Figure 1. PDN straps and rails.
(1.5 px per um) Pins as bars on the die edge. Tap cells in gray.
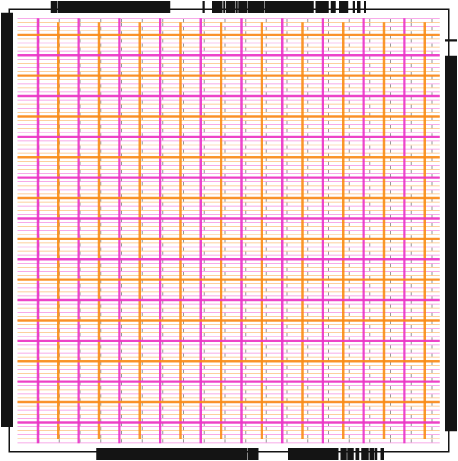
Figure 2. Cell placement.
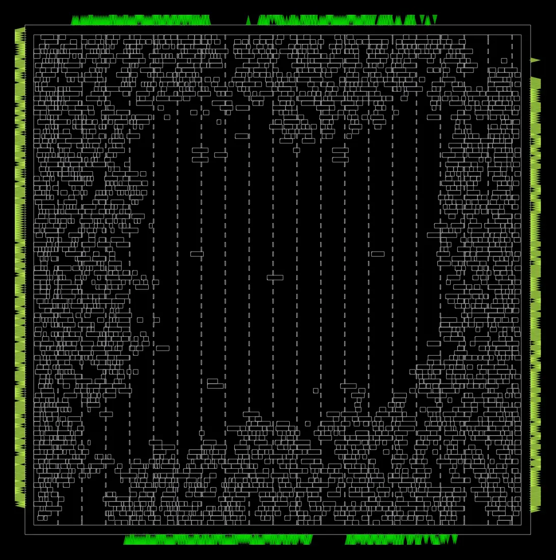
Figure 3. Ports around the boundary.
(1.5 px per um) Pins as bars across the die edge, other pins in gray.
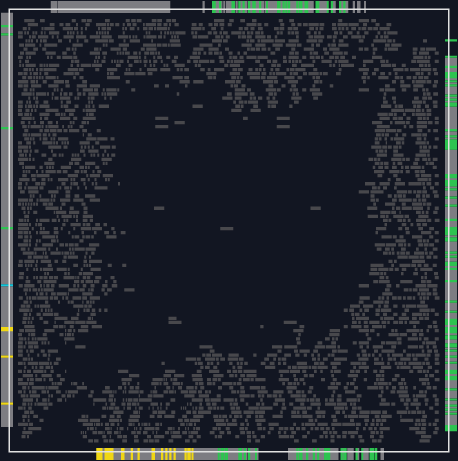
Figure 4. Wiring by layer.
(1 px per um) Only two layers are drawn.
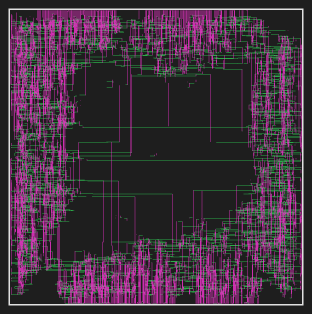
<file path="src/rtl/mem_arbiter_if.sv">
// Bus bundle between the two cache controllers, the arbiter and main memory.
// The slave modport is the arbiter's view; the master modport is the view of
// the environment (both caches plus the memory) that drives the other end.
interface mem_arbiter_if #(
    parameter int ADDR_W  = 28,
    parameter int BLOCK_W = 128
);
    // I-cache side (read-only)
    logic               i_read;
    logic [ADDR_W-1:0]  i_address;
    logic [BLOCK_W-1:0] i_readdata;
    logic               i_busywait;

    // D-cache side (read and write-back)
    logic               d_read;
    logic               d_write;
    logic [ADDR_W-1:0]  d_address;
    logic [BLOCK_W-1:0] d_writedata;
    logic [BLOCK_W-1:0] d_readdata;
    logic               d_busywait;

    // Main memory side
    logic               mem_read;
    logic               mem_write;
    logic [ADDR_W-1:0]  mem_address;
    logic [BLOCK_W-1:0] mem_writedata;
    logic [BLOCK_W-1:0] mem_readdata;
    logic               mem_busywait;

    // Debug: current owner of the memory
    logic               grant_i;
    logic               grant_d;

    modport slave (
        input  i_read, i_address,
        output i_readdata, i_busywait,
        input  d_read, d_write, d_address, d_writedata,
        output d_readdata, d_busywait,
        output mem_read, mem_write, mem_address, mem_writedata,
        input  mem_readdata, mem_busywait,
        output grant_i, grant_d
    );

    modport master (
        output i_read, i_address,
        input  i_readdata, i_busywait,
        output d_read, d_write, d_address, d_writedata,
        input  d_readdata, d_busywait,
        input  mem_read, mem_write, mem_address, mem_writedata,
        output mem_readdata, mem_busywait,
        input  grant_i, grant_d
    );
endinterface

</file>
<file path="src/rtl/mem_arbiter.sv">
// Round-robin arbiter sharing one block-wide main memory between the I-cache
// (reads only) and the D-cache (reads and write-backs). One block transaction
// runs at a time; the memory command is registered and held until memory
// finishes, and the owner sees its busywait drop for exactly one cycle.
module mem_arbiter #(
    parameter int ADDR_W  = 28,
    parameter int BLOCK_W = 128
) (
    input  logic          clk,
    input  logic          reset,
    mem_arbiter_if.slave  bus
);

    typedef enum logic [1:0] {
        IDLE = 2'd0,
        BUSY = 2'd1,
        DONE = 2'd2
    } state_t;

    typedef enum logic {
        OWN_I = 1'b0,
        OWN_D = 1'b1
    } owner_t;

    state_t             state_q, state_d;
    owner_t             owner_q, owner_d;
    owner_t             last_q, last_d;
    owner_t             winner;
    logic               first_q, first_d;
    logic               mem_read_q, mem_read_d;
    logic               mem_write_q, mem_write_d;
    logic [ADDR_W-1:0]  addr_q, addr_d;
    logic [BLOCK_W-1:0] wdata_q, wdata_d;
    logic [BLOCK_W-1:0] i_rdata_q, i_rdata_d;
    logic [BLOCK_W-1:0] d_rdata_q, d_rdata_d;
    logic               grant_i_q, grant_i_d;
    logic               grant_d_q, grant_d_d;
    logic               i_req, d_req;

    // A write-back and a read from the D-cache are one request; when both are
    // (illegally) raised the write wins, handled where the command is chosen.
    assign i_req = bus.i_read;
    assign d_req = bus.d_read | bus.d_write;

    // Round-robin pick: a tie goes to whoever did not own the last transfer.
    always_comb begin
        if (i_req && d_req) begin
            winner = (last_q == OWN_I) ? OWN_D : OWN_I;
        end else if (d_req) begin
            winner = OWN_D;
        end else begin
            winner = OWN_I;
        end
    end

    // Next-state and next-register values for the whole transaction sequencer.
    always_comb begin
        // NOTE: every target gets a default first so no path leaves it unassigned and no latch is inferred.
        state_d     = state_q;
        owner_d     = owner_q;
        last_d      = last_q;
        first_d     = first_q;
        mem_read_d  = mem_read_q;
        mem_write_d = mem_write_q;
        addr_d      = addr_q;
        wdata_d     = wdata_q;
        i_rdata_d   = i_rdata_q;
        d_rdata_d   = d_rdata_q;
        grant_i_d   = grant_i_q;
        grant_d_d   = grant_d_q;

        case (state_q)
            IDLE: begin
                if (i_req || d_req) begin
                    owner_d = winner;
                    first_d = 1'b1;
                    state_d = BUSY;
                    if (winner == OWN_I) begin
                        grant_i_d  = 1'b1;
                        addr_d     = bus.i_address;
                        mem_read_d = 1'b1;
                    end else begin
                        grant_d_d = 1'b1;
                        addr_d    = bus.d_address;
                        if (bus.d_write) begin
                            mem_write_d = 1'b1;
                            wdata_d     = bus.d_writedata;
                        end else begin
                            mem_read_d = 1'b1;
                        end
                    end
                end
            end

            BUSY: begin
                // Memory busywait is not yet meaningful in the cycle the
                // command first appears, so the first BUSY cycle is skipped.
                if (first_q) begin
                    first_d = 1'b0;
                end else if (!bus.mem_busywait) begin
                    if (mem_read_q) begin
                        if (owner_q == OWN_D) begin
                            d_rdata_d = bus.mem_readdata;
                        end else begin
                            i_rdata_d = bus.mem_readdata;
                        end
                    end
                    mem_read_d  = 1'b0;
                    mem_write_d = 1'b0;
                    last_d      = owner_q;
                    state_d     = DONE;
                end
            end

            DONE: begin
                grant_i_d = 1'b0;
                grant_d_d = 1'b0;
                state_d   = IDLE;
            end

            default: begin
                state_d = IDLE;
            end
        endcase
    end

    // State and datapath registers with synchronous active-high reset.
    always_ff @(posedge clk) begin
        if (reset) begin
            // NOTE: non-blocking assignments keep every register updating from pre-edge values.
            state_q     <= IDLE;
            owner_q     <= OWN_I;
            last_q      <= OWN_I;
            first_q     <= 1'b0;
            mem_read_q  <= 1'b0;
            mem_write_q <= 1'b0;
            // NOTE: the wide address/data/readdata registers are reset too, since their post-reset zeros are visible to both caches and memory.
            addr_q      <= '0;
            wdata_q     <= '0;
            i_rdata_q   <= '0;
            d_rdata_q   <= '0;
            grant_i_q   <= 1'b0;
            grant_d_q   <= 1'b0;
        end else begin
            state_q     <= state_d;
            owner_q     <= owner_d;
            last_q      <= last_d;
            first_q     <= first_d;
            mem_read_q  <= mem_read_d;
            mem_write_q <= mem_write_d;
            addr_q      <= addr_d;
            wdata_q     <= wdata_d;
            i_rdata_q   <= i_rdata_d;
            d_rdata_q   <= d_rdata_d;
            grant_i_q   <= grant_i_d;
            grant_d_q   <= grant_d_d;
        end
    end

    // Busywait stays high for any pending request except the owner's DONE cycle.
    assign bus.i_busywait = i_req & ~((state_q == DONE) && (owner_q == OWN_I));
    assign bus.d_busywait = d_req & ~((state_q == DONE) && (owner_q == OWN_D));

    assign bus.i_readdata    = i_rdata_q;
    assign bus.d_readdata    = d_rdata_q;
    assign bus.mem_read      = mem_read_q;
    assign bus.mem_write     = mem_write_q;
    assign bus.mem_address   = addr_q;
    assign bus.mem_writedata = wdata_q;
    assign bus.grant_i       = grant_i_q;
    assign bus.grant_d       = grant_d_q;

    // Memory never sees a read and a write at once, and only one cache owns it.
    a_cmd_exclusive : assert property (@(posedge clk) disable iff (reset)
        !(mem_read_q && mem_write_q));
    a_grant_exclusive : assert property (@(posedge clk) disable iff (reset)
        !(grant_i_q && grant_d_q));

endmodule

</file>
<file path="src/flat_wrapper.sv">
// flat-port wrapper written by rule: the top's interface ports become plain ports
module mem_arbiter_flat 
#(
    parameter int ADDR_W  = 28,
    parameter int BLOCK_W = 128
)
  (clk, reset, bus_i_read, bus_i_address, bus_i_readdata, bus_i_busywait, bus_d_read, bus_d_write, bus_d_address, bus_d_writedata, bus_d_readdata, bus_d_busywait, bus_mem_read, bus_mem_write, bus_mem_address, bus_mem_writedata, bus_mem_readdata, bus_mem_busywait, bus_grant_i, bus_grant_d);
  mem_arbiter_if #(.ADDR_W(ADDR_W), .BLOCK_W(BLOCK_W)) bus_i ();
  input  logic clk;
  input  logic reset;
  input wire logic [$bits(bus_i.i_read)-1:0] bus_i_read;
  input wire logic [$bits(bus_i.i_address)-1:0] bus_i_address;
  output wire logic [$bits(bus_i.i_readdata)-1:0] bus_i_readdata;
  output wire logic [$bits(bus_i.i_busywait)-1:0] bus_i_busywait;
  input wire logic [$bits(bus_i.d_read)-1:0] bus_d_read;
  input wire logic [$bits(bus_i.d_write)-1:0] bus_d_write;
  input wire logic [$bits(bus_i.d_address)-1:0] bus_d_address;
  input wire logic [$bits(bus_i.d_writedata)-1:0] bus_d_writedata;
  output wire logic [$bits(bus_i.d_readdata)-1:0] bus_d_readdata;
  output wire logic [$bits(bus_i.d_busywait)-1:0] bus_d_busywait;
  output wire logic [$bits(bus_i.mem_read)-1:0] bus_mem_read;
  output wire logic [$bits(bus_i.mem_write)-1:0] bus_mem_write;
  output wire logic [$bits(bus_i.mem_address)-1:0] bus_mem_address;
  output wire logic [$bits(bus_i.mem_writedata)-1:0] bus_mem_writedata;
  input wire logic [$bits(bus_i.mem_readdata)-1:0] bus_mem_readdata;
  input wire logic [$bits(bus_i.mem_busywait)-1:0] bus_mem_busywait;
  output wire logic [$bits(bus_i.grant_i)-1:0] bus_grant_i;
  output wire logic [$bits(bus_i.grant_d)-1:0] bus_grant_d;
  assign bus_i.i_read = bus_i_read;
  assign bus_i.i_address = bus_i_address;
  assign bus_i_readdata = bus_i.i_readdata;
  assign bus_i_busywait = bus_i.i_busywait;
  assign bus_i.d_read = bus_d_read;
  assign bus_i.d_write = bus_d_write;
  assign bus_i.d_address = bus_d_address;
  assign bus_i.d_writedata = bus_d_writedata;
  assign bus_d_readdata = bus_i.d_readdata;
  assign bus_d_busywait = bus_i.d_busywait;
  assign bus_mem_read = bus_i.mem_read;
  assign bus_mem_write = bus_i.mem_write;
  assign bus_mem_address = bus_i.mem_address;
  assign bus_mem_writedata = bus_i.mem_writedata;
  assign bus_i.mem_readdata = bus_mem_readdata;
  assign bus_i.mem_busywait = bus_mem_busywait;
  assign bus_grant_i = bus_i.grant_i;
  assign bus_grant_d = bus_i.grant_d;
  mem_arbiter #(.ADDR_W(ADDR_W), .BLOCK_W(BLOCK_W)) u_core (.clk(clk), .reset(reset), .bus(bus_i));
endmodule
</file>
<file path="config.mk">
export PLATFORM = sky130hd
export DESIGN_NAME = mem_arbiter_flat
export DESIGN_NICKNAME = d
export VERILOG_FILES = /design/src/rtl/mem_arbiter_if.sv /design/src/rtl/mem_arbiter.sv /design/src/flat_wrapper.sv
export SDC_FILE = /design/constraint.sdc
export NUM_CORES = 1
export LEC_CHECK = 0
export CAP_MARGIN = 30
export CORE_AREA = 5 5 287 289
export CTS_CLUSTER_SIZE = 10
export DETAILED_ROUTE_END_ITERATION = 6
export DIE_AREA = 0 0 292 294
export PLACE_DENSITY = 0.56
export SLEW_MARGIN = 20
export SYNTH_ARGS = -nofsm -noshare
export SYNTH_HDL_FRONTEND = slang
export SYNTH_SLANG_ARGS = --single-unit
</file>
<file path="constraint.sdc">
create_clock -name clk -period 2.16 [get_ports clk]
set_clock_uncertainty 0.1 [all_clocks]
set_input_delay 0.648 -clock clk [delete_from_list [all_inputs] [get_ports clk]]
set_output_delay 0.648 -clock clk [all_outputs]
set_load 0.005 [all_outputs]
</file>
==> impl_metrics.tcl <==
# collected from the flow reports
set metrics [dict create \
    rsz0062_at_grt "true" \
    synth_area_per_cell_um2 9.65 \
    clock_buffers 75 \
    p_sw_mw 4.77 \
    clk_path_buf_depth 3 \
    area_delta_synth_final_pct 59.4 \
    postSynth.asyncResetShare_pct 0 \
    ys_sh_mux_pct 15.1 \
    synth_xor_xnor_area_share_pct 0 \
    edf_count 0 \
    rows 104 \
    p_per_area_nw_per_um2 700 \
    period_used_pct 102 \
    fin_util_pct 34.1 \
    postCtsSetupRepairBufs 1 \
    worstPathCellList "clkdlybuf4s50_1, o31a_1, buf_2" \
    pwr-share-clk_pct 42.7 \
    worst-path-max-fanout 2 \
    warning_count 28 \
    ys_seq_share_pct 49.5 \
    power_frac_seq_pct 43.3 \
    overflow 0 \
    final_nets 2801 \
    rr_endpoint "u_core.bus.i_readdata[74]" \
    synth.area.top_cells "dfxtp_1 49%, mux2i_1 15%, nand2b_1 14%" \
    synthAdderAreaFrac_pct 0 \
    drc_errors 0 \
    r2r_cells 8 \
    grt_pass1_vias 16339 \
    netlist-cell-type-count 36 \
    met1_usage_pct 16.4 \
    io_pins 736 \
    dominant_cells "registers" \
    p_leak_nw 12.2 \
    top_layer "met4" \
    worst_slack_ns -0.0357 \
    busiest_layer "met2" \
    dp_slack_ns -0.586 \
    inv_count 3 \
    pg_seq_mw 8.22 \
    logic_gates 1178 \
    dpl-instance-area_um2 26100 \
    clockRootBuffer "clkbuf_16" \
    setup_viol 2 \
    timing.rr.start "u_core.state_q[0]" \
    min_from "u_core.bus.i_readdata[68]" \
    dp.cells 3488 \
    clock_area_share_pct 5.70 \
    maxSlewViolCount 0 \
    layout_top_cells "414 x dlygate4sd2_1, 400 x dfxtp_1, 384 x nand2b_1" \
    worst-path-stages 3 \
    dr.first_iter.drc_count 652 \
    powerComb_mw 2.67 \
    top_logic_kind "simple AND/OR/NAND/NOR gates" \
    violations "negative setup slack" \
    ys_cells 1764 \
    timing.hold.ws_ns 0.364 \
    min_period_ns 2.20 \
    gp_congestion 0.853 \
    drv_cap 0 \
    comb_share_pct 29.0 \
    combGateArea_um2 7880 \
    use_met3_pct 5.30 \
    path_delay_family "buffers and inverters" \
    path_buffers 2 \
    critPathCaptureType "output port" \
    final_area_um2 27100 \
    fin_setup_tns_ns -0.0418 \
    status "finished with violations" \
    powerClk_mw 8.11 \
    whs_endpoint "u_core.bus.i_readdata[68]" \
    met3_length_um 6030 \
    crit_path_start_kind "primary input" \
    ys_sh_aoi_pct 10.9 \
    drt-met1-wl_um 25500 \
    hpwl_um 52500 \
    n_antenna_cell 0 \
    antenna_found_initial 1 \
    floorplanUtilization_pct 21.4 \
    grt_pass1_wl_um 102000 \
    yosysTopAreaCellShare_pct 49.5 \
    pwr-share-comb_pct 14.1 \
    synthesis.area_um2 17000 \
    cts_sinks 421 \
    ys_ff 421 \
    grt_max_degree 100 \
    top_area_cell "dfxtp_1" \
    cp.required_ns 1.41 \
    min_path_cells 2 \
    power.largest_group "sequential cells" \
    finalHoldViolations 0 \
    postRouteAntennaNets 0 \
    numCtsBuffers 52 \
    flop_area_um2 8460 \
    swShare_pct 25.1 \
    drt_first_pass_iters 5 \
    syn_inst 1764 \
    layout-drive-gt1-share_pct 8.45 \
    max_freq_ghz 0.455 \
    slowest_stage "clkdlybuf4s50_1" \
    timing.slew.headroom_pct 67.1 \
    signal_buffer_area_fraction_pct 29.2 \
    cts_resized 456 \
    critPathMaxStageDelay_ns 0.51 \
    routed_via_density 4.37 \
    simple_gate_area_share_pct 19.9 \
    internal_power_mw 14.2 \
    n_all_buffers 827 \
    hold_path.class "reg -> reg" \
    cts_tree "yes" \
    worstPathArrival_ns 1.45 \
    cts.clk_slew.worst_paths_ns 0.05 \
    floorplan.nets 2082 \
    wl_met2_um 34800 \
    die_area_um2 85800 \
    cts_hold_buf 0 \
    ys_area_um2 17000 \
    yosys_most_used_dff "dfxtp_1" \
    grt_use_met2_pct 27.2 \
    final_common_cell "dlygate4sd2_1" \
]
About Figure 1:
- orange: VDD
- magenta: VSS
- rows: 104
- met5 straps: 20
- signal pins: 736
- met4 straps: 20
maximum VDD drop: 0.000503 V
Chip Height: 294 um
Core ar.: 79600 um^2
Die Span X: 292 um

About Figure 2:
Final Non-Filler Cells: 3570
Tapcell Cnt: 1060
Fillers: 8246
Seq cells: 421
flop share of the area: 31.2%

About Figure 3:
- cyan: `bus_mem_read` (pins 1; direction output; edge west)
- yellow: `bus_d_address` (pins 28; direction input; edge 24 south, 4 west)
- green: `bus_d_readdata` (pins 128; direction output; edge 67 east, 29 south, 28 north, 4 west)
IO Port Bufs: 735

About Figure 4:
- green: metal 1 (wire length 25.5 mm)
- magenta: metal 2 (wire length 34.8 mm)
Routed WL per cell: 19.3 um
DR vias: 15609
routed wire length: 69000 um
GRT Total Usage: 15.1%

==> worst max-delay path by stage <==
stage | to | from | slack [ns]
2_1_floorplan | bus_d_busywait | bus_d_write | 0.01
3_3_place_gp | bus_d_busywait | bus_d_read | -0.64
3_5_place_dp | bus_d_busywait | bus_d_read | -0.59
4_1_cts | bus_i_busywait | u_core.state_q[1] | -0.08
5_1_grt | bus_i_busywait | u_core.state_q[1] | -0.09
6_report | bus_i_busywait | bus_i_read | -0.04
==> cell usage after synthesis (all sizes together) (2+ instances only) <==
library cell and number:
dfxtp 421, nand2b 384, mux2i 257, a21oi 162, o21ai 130, nand3 128, clkbuf 106, nand2 59
buf 56, a311oi 28, nor2 6, nor3 5, inv 3, a211oi 2, nor2b 2, or3 2
Power and IR drop assume default switching activity.
